### src/rtl/rf_wb_arbiter.sv
// Round-robin write-back arbiter for the register file, plus the busy scoreboard
// used by the issue stage to stall on read-after-write hazards.
//
// Ports:
//   CLK, RST          clock; asynchronous active-high reset
//   WB_EN             global write-back enable (no grants while low)
//   REQ_VALID/READY   per-requester handshake (READY is a one-hot combinational grant)
//   REQ_ADDR/DATA     packed per-requester destination address and write data
//   WE/WADDR/WDATA    registered register-file write port, one-cycle strobe
//   SB_SET/SB_ADDR    issue stage marks a destination register as pending
//   SB_ACCEPT         the mark is taken this cycle
//   BUSY              one pending bit per register
module rf_wb_arbiter #(
    parameter int NREQ = 3,
    parameter int DW   = 8,
    parameter int AW   = 2
) (
    input  logic                 CLK,
    input  logic                 RST,
    input  logic                 WB_EN,
    input  logic [NREQ-1:0]      REQ_VALID,
    output logic [NREQ-1:0]      REQ_READY,
    input  logic [NREQ*AW-1:0]   REQ_ADDR,
    input  logic [NREQ*DW-1:0]   REQ_DATA,
    output logic                 WE,
    output logic [AW-1:0]        WADDR,
    output logic [DW-1:0]        WDATA,
    input  logic                 SB_SET,
    input  logic [AW-1:0]        SB_ADDR,
    output logic                 SB_ACCEPT,
    output logic [(1<<AW)-1:0]   BUSY
);

    localparam int RW = (NREQ > 1) ? $clog2(NREQ) : 1;
    localparam logic [RW:0]   NREQ_W = (RW+1)'(NREQ);
    localparam logic [RW-1:0] LAST   = RW'(NREQ - 1);

    logic [RW-1:0]       rr;
    logic [RW-1:0]       rr_nxt;
    logic [RW-1:0]       win;
    logic                found;
    logic                xfer;
    logic [AW-1:0]       win_addr;
    logic [DW-1:0]       win_data;
    logic [NREQ*AW-1:0]  addr_sh;
    logic [NREQ*DW-1:0]  data_sh;
    logic [(1<<AW)-1:0]  busy_nxt;

    // Scan from rr upward, wrapping modulo NREQ; first valid requester wins.
    always_comb begin : arb
        logic [RW:0]     sum;
        logic [NREQ-1:0] vsh;
        found = 1'b0;
        win   = '0;
        sum   = '0;
        vsh   = '0;
        for (int k = 0; k < NREQ; k++) begin
            sum = {1'b0, rr} + (RW+1)'(k);
            if (sum >= NREQ_W) begin
                sum = sum - NREQ_W;
            end
            vsh = REQ_VALID >> sum[RW-1:0];
            if (!found && vsh[0]) begin
                found = 1'b1;
                win   = sum[RW-1:0];
            end
        end
    end

    assign xfer      = found & WB_EN;
    assign REQ_READY = xfer ? (NREQ'(1) << win) : '0;
    assign addr_sh   = REQ_ADDR >> (int'(win) * AW);
    assign data_sh   = REQ_DATA >> (int'(win) * DW);
    assign win_addr  = addr_sh[AW-1:0];
    assign win_data  = data_sh[DW-1:0];
    assign rr_nxt    = (win == LAST) ? '0 : win + 1'b1;

    // A mark on a busy register is still taken when that register's
    // pending write commits on this very edge (back-to-back producers).
    assign SB_ACCEPT = SB_SET &
                       (~BUSY[SB_ADDR] | (xfer & (win_addr == SB_ADDR)));

    // Clear first, then set, so a same-register set/clear leaves it busy.
    always_comb begin
        busy_nxt = BUSY;
        if (xfer) begin
            busy_nxt[win_addr] = 1'b0;
        end
        if (SB_ACCEPT) begin
            busy_nxt[SB_ADDR] = 1'b1;
        end
    end

    always_ff @(posedge CLK or posedge RST) begin
        if (RST) begin
            WE    <= 1'b0;
            WADDR <= '0;
            WDATA <= '0;
            BUSY  <= '0;
            rr    <= '0;
        end else begin
            WE   <= xfer;
            BUSY <= busy_nxt;
            if (xfer) begin
                WADDR <= win_addr;
                WDATA <= win_data;
                rr    <= rr_nxt;
            end
        end
    end

endmodule

### config.mk
export PLATFORM = sky130hd
export DESIGN_NAME = rf_wb_arbiter
export DESIGN_NICKNAME = d
export VERILOG_FILES = /design/src/rtl/rf_wb_arbiter.sv
export SDC_FILE = /design/constraint.sdc
export NUM_CORES = 1
export LEC_CHECK = 0
export ABC_CLOCK_PERIOD_IN_PS = 8700
export CAP_MARGIN = 5
export CELL_PAD_IN_SITES_DETAIL_PLACEMENT = 1
export CELL_PAD_IN_SITES_GLOBAL_PLACEMENT = 2
export CORE_MARGIN = 2
export CORE_UTILIZATION = 25
export CTS_CLUSTER_SIZE = 14
export DETAILED_ROUTE_END_ITERATION = 16
export GPL_ROUTABILITY_DRIVEN = 0
export MAX_ROUTING_LAYER = met4
export PLACE_DENSITY_LB_ADDON = 0.25
export SLEW_MARGIN = 20
export SYNTH_ARGS = -nofsm -noshare
export SYNTH_HDL_FRONTEND = slang
export SYNTH_SLANG_ARGS = --single-unit
### constraint.sdc
create_clock -name CLK -period 8.7 [get_ports CLK]
set_clock_uncertainty 0.1 [all_clocks]
set_input_delay 0.87 -clock CLK [delete_from_list [all_inputs] [get_ports CLK]]
set_output_delay 0.87 -clock CLK [all_outputs]
set_load 0.01 [all_outputs]
==> flow_metrics.tcl <==
# place-and-route summary
set metrics [dict create \
    outcome "complete, no violations" \
    tap-cell-count 70 \
    final_period_util_pct 59.0 \
    critPathBufInv 3 \
    clkCellAreaFrac_pct 2.21 \
    post_route_cells_drive_above_1_share_pct 7.62 \
    grt_antenna_before_repair 0 \
    synth-seq-area-share_pct 31.6 \
    post_synth_most_frequent_cells "23 x nand2_1, 21 x o21ai_0, 17 x dfrtp_1, 13 x mux2i_1, 9 x inv_1" \
    via_per_inst 4.84 \
    static-leakage-power_uw 0.000845 \
    cts_resized 0 \
    cts.repair_timing.setup_buffer_count 0 \
    switching_power_uw 313 \
    timing.final.crit_period_ns 5.14 \
    post_cts_hold_fix_buffer_tally 0 \
    worst-endpoint-arrival_ns 4.17 \
    clk_slew_on_worst_s_h_paths_ns 0.06 \
    buffers 60 \
    worst-slew-pin-transition_ns 0.660 \
    yosys.area_share.adder_pct 3.72 \
    switching_power_as_a_share_of_total_power_pct 44.4 \
    drt.antenna.violating_nets 0 \
    power.combinational.fraction_pct 71.0 \
    synthFlopType "dfrtp_1" \
    p_comb_uw 500 \
    numClockSinks 17 \
    fmaxAchievable_mhz 195 \
    worstPathMaxFanout 14 \
    seq_cell_count 17 \
    post_synth_xor_area_fraction_pct 1.30 \
    area_fraction_in_compound_gates_after_synthesis_pct 21.3 \
    fillerInstances 621 \
    sequentialPower_uw 146 \
    num-nets-final 254 \
    end_kind "output pin" \
    power_frac_clock_pct 8.3 \
    drc 0 \
    timing.final.hold_violations 0 \
    synth.top_cell.area_share_pct 31.6 \
    n_multi_input_combinational_cell 119 \
    ios 58 \
    grt_setup_unrepaired "no" \
    postRouteWirelength_um 4180 \
    synth-async-reset-ratio_pct 100 \
    first_iter_violations 44 \
    power.sequential.fraction_pct 20.7 \
    fin_hold_ws_ns 0.377 \
    hp-class "flop to flop" \
    htree_num_levels 1 \
    worst_path_largest_cell_delay_ns 0.58 \
    postPlaceCellArea_um2 2000 \
    fp.dieH_um 77.4 \
    power_density_nw_per_um2 345 \
    grt_max_degree 30 \
    final-setup-viol-count 0 \
    final.setup.tns_ns 0 \
    synth_area_leader_cell "dfrtp_1" \
    area.share.combinational_pct 41.8 \
    worstPathCellList "clkdlybuf4s50_1 > mux2i_1 > mux2i_4 > mux2i_2 > buf_4 > mux2i_2 > mux2i_1 > xnor2_1 > nand3_1 > a21oi_1 > clkdlybuf4s50_1" \
    die.size.x_um 77.4 \
    stage_log_warnings 29 \
    drt_first_pass_iters 4 \
    largestPowerGroup "combinational logic" \
    row_count 26 \
]
through the flow:
step                cells  worst slack (ns)  util, %  power [uW]
global placement      276              3.79     38.8         639
finish                280              3.56     39.7         705
floorplan             155              5.06        -         463
CTS                   280              3.55     39.7         715
global route          280              3.30     39.7         775
detailed placement    276              3.59     38.8         654
flip-flops by register name, summed over array words and instances (netlist names):
name   flops
WDATA      8
BUSY       4
WADDR      2
rr         2
WE         1
cells in the final DEF, fill, tap and decap left out, types with 2 or more instances in the layout:
cell type and instances:
inv_1 9, a21oi_1 3, nor2_1 8, o21ai_0 21, o21ai_1 4, nand2b_1 2
clkdlybuf4s50_1 57, o21bai_1 2, mux2i_1 13, nand3b_1 4, mux2i_2 2, clkbuf_8 3
o311ai_0 2, nand2_1 23, ha_1 4, mux2i_4 2, a31oi_1 2, dfrtp_1 17
buf_4 3, nand3_1 3
worst paths after layout:
kind,startpoint,cells after the start,endpoint
min reg2reg,WDATA[1],2,WDATA[1]
min,WDATA[1],2,WDATA[1]
max,REQ_VALID[1],11,SB_ACCEPT
max reg2reg,rr[1],11,BUSY[1]
max in group asynchronous,RST,2,WDATA[3]
min in group asynchronous,RST,2,BUSY[3]
layer usage:
metal | vias to the layer above | track usage [%] | part of all wire (%)
met2 | 49 | 24.3 | 47
met5 | - | - | 0
li1 | 663 | - | -
met1 | 633 | 19.7 | 46
met4 | 0 | 5.54 | 1.9
met3 | 9 | 2.33 | 5.2
kinds of logic (layout without fill, tap and decap cells):
group / after synthesis / in the layout
flip-flops: 17 / 17
AND-OR/OR-AND: 45 / 45
XOR/XNOR: 2 / 2
adder cells (fa/ha/maj): 4 / 4
multiplexers: 20 / 20
buffers and inverters: 19 / 74
AND/OR/NAND/NOR: 48 / 48
**Floorplan with the power grid**

Scale: 6 px per um. Pins as bars on the die edge.
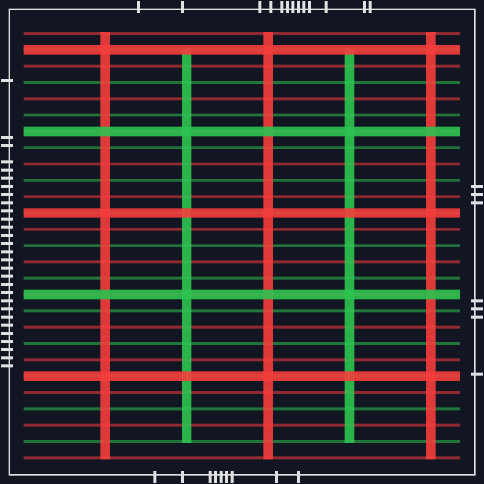
Green shows VDD. Red shows VSS.
5 straps on met5. 58 signal pins sit on the boundary.

**Placement density heat map**

Scale: 4 px per um. The die is cut into 8 by 8 equal tiles; white is low, dark blue is high, 0 to 100% covered.
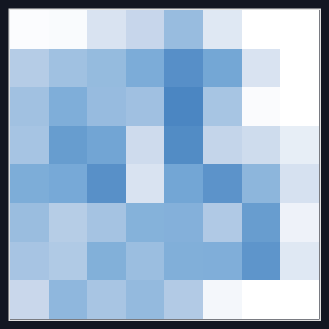
The densest ninth of the die: west. The emptiest ninth of the die: north-east. 11% of the tiles are nearly empty.

**Routed metal, one color a layer**

Scale: 8 px per um. Only two layers are drawn.
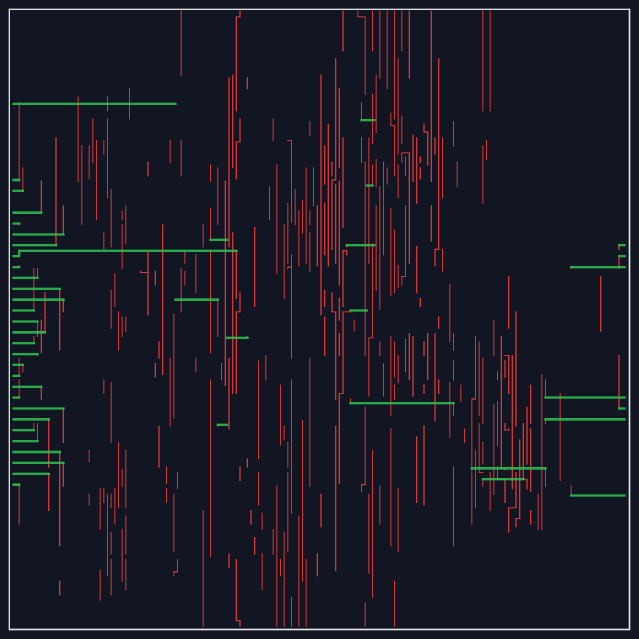
Red shows metal 2, wire length 1950 um. Green shows metal 3, wire length 217 um.

Power is estimated from default activity; no workload was simulated.
